===== src/rtl/press_classifier_pkg.sv =====
// rtl/press_classifier_pkg.sv - state encoding, default counts and timer sizing for press_classifier
// Contents:
//   state_t          classifier FSM states
//   DEF_*_CNT        default cycle counts at 50 MHz
//   timer_width()    bits needed for a counter covering the largest count
package press_classifier_pkg;

    typedef enum logic [2:0] {
        ST_IDLE     = 3'd0,
        ST_PRESSED  = 3'd1,
        ST_WAIT2    = 3'd2,
        ST_PRESSED2 = 3'd3,
        ST_HELD     = 3'd4
    } state_t;

    localparam int DEF_LONG_CNT   = 50_000_000;
    localparam int DEF_DCLK_CNT   = 15_000_000;
    localparam int DEF_REPEAT_CNT = 10_000_000;

    function automatic int timer_width(input int a, input int b, input int c);
        int m;
        m = a;
        if (b > m) m = b;
        if (c > m) m = c;
        return $clog2(m);
    endfunction

endpackage


===== src/rtl/press_timer.sv =====
// rtl/press_timer.sv - clearable, enabled, saturating up-counter with terminal compare
// Ports:
//   i_clk     clock
//   i_resetn  synchronous active-low reset
//   i_clear   zero the count this edge (wins over enable)
//   i_en      count enable
//   i_term    terminal value to compare against
//   o_term    high while the count equals i_term
module press_timer #(
    parameter int W = 8
) (
    input  logic         i_clk,
    input  logic         i_resetn,
    input  logic         i_clear,
    input  logic         i_en,
    input  logic [W-1:0] i_term,
    output logic         o_term
);

    logic [W-1:0] r_count;

    // Holds at all-ones instead of wrapping so a stale timer never re-fires.
    always_ff @(posedge i_clk) begin
        if (!i_resetn || i_clear) begin
            r_count <= '0;
        end else if (i_en && (r_count != {W{1'b1}})) begin
            r_count <= r_count + W'(1);
        end
    end

    assign o_term = (r_count == i_term);

endmodule


===== src/rtl/press_classifier.sv =====
// rtl/press_classifier.sv - classifies a debounced button into single, double, long press and auto-repeat
// Optional feature: define PRESS_CLASSIFIER_REPEAT_EN to enable the auto-repeat tick in HELD.
// Ports:
//   clk_50MHz_i    system clock
//   rst_sync_la_i  synchronous active-low reset
//   one_shot_i     single-cycle press pulse from the debouncer
//   sw_clean_i     debounced switch level, 1 = pressed
//   single_o       one-cycle pulse: single click
//   double_o       one-cycle pulse: double click
//   long_o         one-cycle pulse: long press
//   repeat_o       one-cycle pulse: auto-repeat tick (0 when the feature is off)
//   busy_o         high whenever the classifier is not idle
module press_classifier
    import press_classifier_pkg::*;
#(
    parameter int LONG_CNT   = DEF_LONG_CNT,
    parameter int DCLK_CNT   = DEF_DCLK_CNT,
    parameter int REPEAT_CNT = DEF_REPEAT_CNT
) (
    input  logic clk_50MHz_i,
    input  logic rst_sync_la_i,
    input  logic one_shot_i,
    input  logic sw_clean_i,
    output logic single_o,
    output logic double_o,
    output logic long_o,
    output logic repeat_o,
    output logic busy_o
);

    localparam int TW = timer_width(LONG_CNT, DCLK_CNT, REPEAT_CNT);

    state_t        r_state;
    state_t        w_next;
    logic          w_single;
    logic          w_double;
    logic          w_long;
    logic          w_tmr_clear;
    logic          w_tmr_term;
    logic [TW-1:0] w_tmr_cmp;
    logic          r_single;
    logic          r_double;
    logic          r_long;
    logic          r_busy;

    // One shared timer: only PRESSED and WAIT2 look at it, each with its own limit.
    assign w_tmr_cmp   = (r_state == ST_PRESSED) ? TW'(LONG_CNT - 1) : TW'(DCLK_CNT - 1);
    assign w_tmr_clear = (w_next != r_state);

    press_timer #(.W(TW)) u_main_timer (
        .i_clk    (clk_50MHz_i),
        .i_resetn (rst_sync_la_i),
        .i_clear  (w_tmr_clear),
        .i_en     (1'b1),
        .i_term   (w_tmr_cmp),
        .o_term   (w_tmr_term)
    );

    // Release beats long timeout; second press beats double-click timeout.
    always_comb begin
        w_next   = r_state;
        w_single = 1'b0;
        w_double = 1'b0;
        w_long   = 1'b0;
        case (r_state)
            ST_IDLE: begin
                if (one_shot_i) w_next = ST_PRESSED;
            end
            ST_PRESSED: begin
                if (!sw_clean_i) begin
                    w_next = ST_WAIT2;
                end else if (w_tmr_term) begin
                    w_next = ST_HELD;
                    w_long = 1'b1;
                end
            end
            ST_WAIT2: begin
                if (one_shot_i) begin
                    w_next   = ST_PRESSED2;
                    w_double = 1'b1;
                end else if (w_tmr_term) begin
                    w_next   = ST_IDLE;
                    w_single = 1'b1;
                end
            end
            ST_PRESSED2, ST_HELD: begin
                if (!sw_clean_i) w_next = ST_IDLE;
            end
            default: w_next = ST_IDLE;
        endcase
    end

    always_ff @(posedge clk_50MHz_i) begin
        if (!rst_sync_la_i) begin
            r_state  <= ST_IDLE;
            r_single <= 1'b0;
            r_double <= 1'b0;
            r_long   <= 1'b0;
            r_busy   <= 1'b0;
        end else begin
            r_state  <= w_next;
            r_single <= w_single;
            r_double <= w_double;
            r_long   <= w_long;
            r_busy   <= (w_next != ST_IDLE);
        end
    end

    assign single_o = r_single;
    assign double_o = r_double;
    assign long_o   = r_long;
    assign busy_o   = r_busy;

`ifdef PRESS_CLASSIFIER_REPEAT_EN
    logic          w_rep_term;
    logic          w_rep_clear;
    logic          w_repeat;
    logic [TW-1:0] w_rep_cmp;
    logic          r_repeat;

    // Held at zero outside HELD, so the period is counted from HELD entry;
    // self-clears on each tick to restart the period.
    assign w_rep_cmp   = TW'(REPEAT_CNT - 1);
    assign w_rep_clear = (r_state != ST_HELD) || w_rep_term;
    assign w_repeat    = (r_state == ST_HELD) && sw_clean_i && w_rep_term;

    press_timer #(.W(TW)) u_repeat_timer (
        .i_clk    (clk_50MHz_i),
        .i_resetn (rst_sync_la_i),
        .i_clear  (w_rep_clear),
        .i_en     (1'b1),
        .i_term   (w_rep_cmp),
        .o_term   (w_rep_term)
    );

    always_ff @(posedge clk_50MHz_i) begin
        if (!rst_sync_la_i) begin
            r_repeat <= 1'b0;
        end else begin
            r_repeat <= w_repeat;
        end
    end

    assign repeat_o = r_repeat;
`else
    assign repeat_o = 1'b0;
`endif

endmodule


===== config.mk =====
export PLATFORM = sky130hd
export DESIGN_NAME = press_classifier
export DESIGN_NICKNAME = d
export VERILOG_FILES = /design/src/rtl/press_classifier_pkg.sv /design/src/rtl/press_timer.sv /design/src/rtl/press_classifier.sv
export SDC_FILE = /design/constraint.sdc
export NUM_CORES = 1
export LEC_CHECK = 0
export CAP_MARGIN = 25
export CORE_ASPECT_RATIO = 0.5
export CORE_UTILIZATION = 53
export DETAILED_ROUTE_END_ITERATION = 12
export GPL_TIMING_DRIVEN = 0
export PLACE_DENSITY = 0.79
export SYNTH_ARGS = -nofsm -noshare
export SYNTH_HDL_FRONTEND = slang
export SYNTH_SLANG_ARGS = --single-unit

===== constraint.sdc =====
create_clock -name clk_50MHz_i -period 2 [get_ports clk_50MHz_i]
set_input_delay 0.4 -clock clk_50MHz_i [delete_from_list [all_inputs] [get_ports clk_50MHz_i]]
set_output_delay 0.4 -clock clk_50MHz_i [all_outputs]
set_load 0.05 [all_outputs]

==> summary.txt <==
Results of an implementation run.

The cell sequence reported for the critical path is nand4_1 -> or4_4 -> or3_4 -> or3_4 -> a21oi_2. The portion of synthesized area spent on multiplexers is 0%. The net count of the finished layout is 246.

The final timing report gives a worst setup slack of -0.0324 ns. Clock latency on the worst-skew pair, taken at its later pin, is 0.29 ns. The net count of the mapped netlist is 212. The floorplan step defined a core boundary enclosing 0.00308 mm2. The TritonCTS sink count is 33. Detailed routing placed a total of 340 um of wire on met3. The capture point of the worst reg-to-reg path is u_main_timer.r_count[21]. The synthesized netlist devotes 9.92% of its cell area to XOR and XNOR gates.

The main flop type after synthesis is dfxtp_1. Looking at the max-slew report, the worst-margin pin has a slew of 0.492 ns. Per STA, the highest per-stage delay on the worst path measures 0.59 ns. The total of buffers placed on input and output ports is 7.

According to the timing report, the arrival time at the worst endpoint equals 2.26 ns. The distinct cell type count after synthesis is 48. The final reports fail on setup timing. OpenSTA lists the critical path endpoint as u_main_timer.r_count[21]. The worst hold path depth is 2.

The post-layout minimum cycle time is 2.03 ns. The count of boundary I/O pins is 9. After floorplanning, the die was sized to cover 0.00358 mm2. TritonCTS built the clock tree. The highest net fanout along the worst path is 5. The fraction of synthesis flops using an asynchronous set or reset pin is 0%. The setup TNS is -0.0324 ns. The site row count is 14. The total of endpoints with negative setup slack in the final report is 1. In the layout the commonest cells are buf_4 (21), nor2_1 (17), xnor2_1 (17), a21oi_1 (14). The number of DRC violations after detailed-routing iteration 0 is 173.

Across all hold checks on the routed design, the worst slack comes to 0.503 ns. The number of max-slew violations in the final report is 0. The cell-mix breakdown from Yosys lists the simple-gate area share as 32.9%. The combined buffer and inverter count along the critical path is 0. The biggest combinational cell group after synthesis is simple AND/OR/NAND/NOR gates.

The flow ran to the end, but the final reports show violations. The placement summary gives the final routability congestion estimate as 0.854. The uppermost layer routed is met4. CTS added clock buffers totalling 5. STA classifies the critical path startpoint as a flop. For reference, the top cells by area after synthesis are dfxtp_1 (37%), xnor2_1 (8.4%), nor2_1 (4.9%). The post-synth design cell area is 0.00177 mm2. The class of the worst hold path is reg2reg.

The die boundary height is 42.8 um. The per-cell via count in the routed design is 6.29. The dominant cell type by area after synthesis is dfxtp_1.
## sequential cells by signal (all words and copies together), names as in the netlist
name,flops
u_main_timer.r_count,26
r_state,3
busy_o,1
double_o,1
long_o,1
single_o,1
## metal layers
| metal | vias to the layer above | track usage, % |
|---|---|---|
| met5 | - | 0 |
| met4 | 0 | 8.47 |
| met3 | 18 | 6.42 |
| met2 | 81 | 41.5 |
| met1 | 853 | 32.3 |
| li1 | 816 | - |
## synth_stat cells (all sizes together), types with 4 or more instances
| cell | n |
|---|---|
| dfxtp | 33 |
| nor2 | 23 |
| a21oi | 17 |
| xnor2 | 17 |
| nand3 | 12 |
| nand2 | 10 |
| nand4 | 8 |
| nand2b | 7 |
| nor3 | 7 |
| clkbuf | 6 |
| a211oi | 5 |
| inv | 5 |
| or3 | 5 |
| buf | 4 |
| nor4 | 4 |
| or4 | 4 |
## logic make-up (layout without fill, tap and decap cells)
logic type               Yosys count  in the layout
adder cells (fa/ha/maj)            1              1
other                              1              1
AND/OR/NAND/NOR                  100            100
buffers and inverters             15             49
AND-OR/OR-AND                     37             37
XOR/XNOR                          20             20
flip-flops                        33             33
## per-stage QoR
step | utilization, % | std cells
detailed placement | 61.2 | 254
finish | 76.4 | 281
global placement | 61.2 | 254
floorplan | - | 207
global route | 76.4 | 281
CTS | 70.1 | 271
## worst min-delay path, stage by stage, from the launching register on
cell     delay, ns
dfxtp_1       0.32
o21ai_0       0.09
a21oi_2       0.06
## area by class of cell
cell class | instances | share of cell area (%)
Sequential cell | 33 | 30.1
Timing Repair Buffer | 29 | 11.2
Clock buffer | 7 | 3.67
Inverter | 5 | 0.797
Multi-Input combinational cell | 159 | 49.1
Tap cell | 40 | 2.13
Buffer | 8 | 2.98
## power by group
part           internal (uW)  switching (uW)
Sequential               654            8.54
Clock                    273             234
Combinational           55.2            61.6
metal_density.png
The bar under the picture is 20 um long. The die is cut into 17 by 9 equal tiles; dark blue is low, red is high, scaled to the fullest tile. Values are wire area over tile area, all layers added.
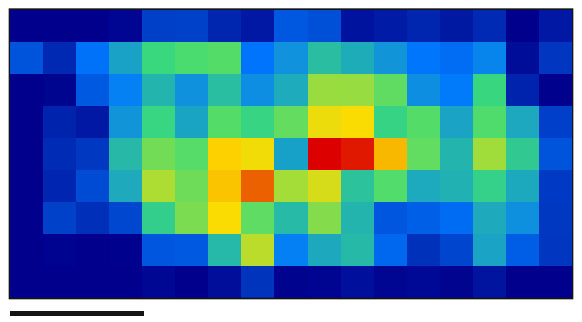
emptiest ninth of the die	south-west
tiles over half the peak	21%
fullest tile	0.75
mean over tiles	0.21
nearly empty tiles	19%
densest ninth of the die	centre
drt wl/cell: 16.5 um
overall routed net length: 4650 um
total via count after detailed routing: 1768
aggregate global-route resource usage: 25.1%

wires.png
The bar under the picture is 20 um long.
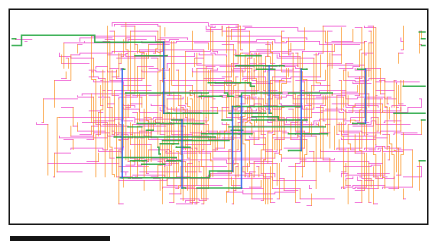
layer	colour	wire length
metal 1	magenta	2010 um
metal 3	green	341 um
metal 2	orange	2190 um
metal 4	blue	118 um

flops_by_reg.png
The bar under the picture is 20 um long. Other sequential cells in the stronger grey, the rest of the logic in the fainter grey.
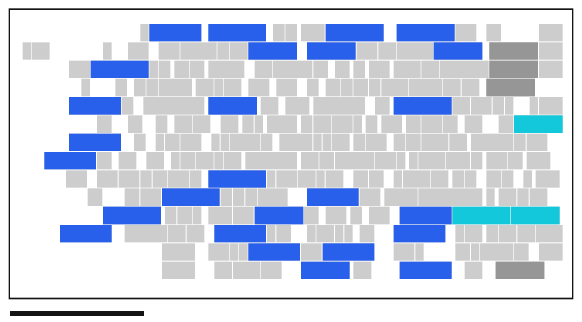
signal	colour	flops
u_main_timer.r_count	blue	26
r_state	cyan	3
Finished Core Util: 76.4%
sequential cell power: 663 uW
register area: 709 um2
share of the final layout cell area in sequential cells: 30.1%

placement_by_type.png
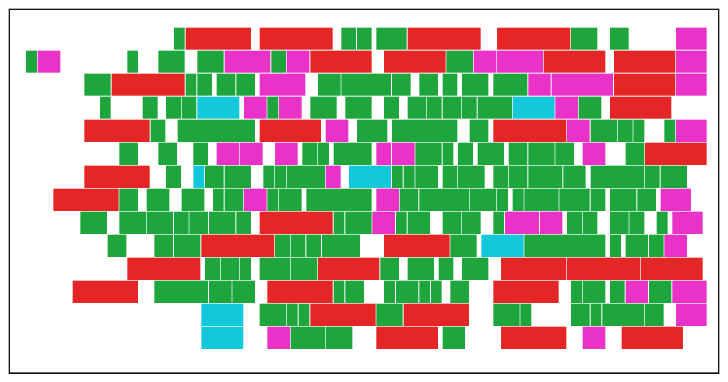
class	colour	cells	share of their area
clock drivers and dummy loads	cyan	7	3.7%
remaining buffers and delay cells	magenta	37	14%
combinational and other logic	green	164	51%
sequential cells	red	33	31%

Power figures rest on the tool's default switching activity, not on a simulated workload.
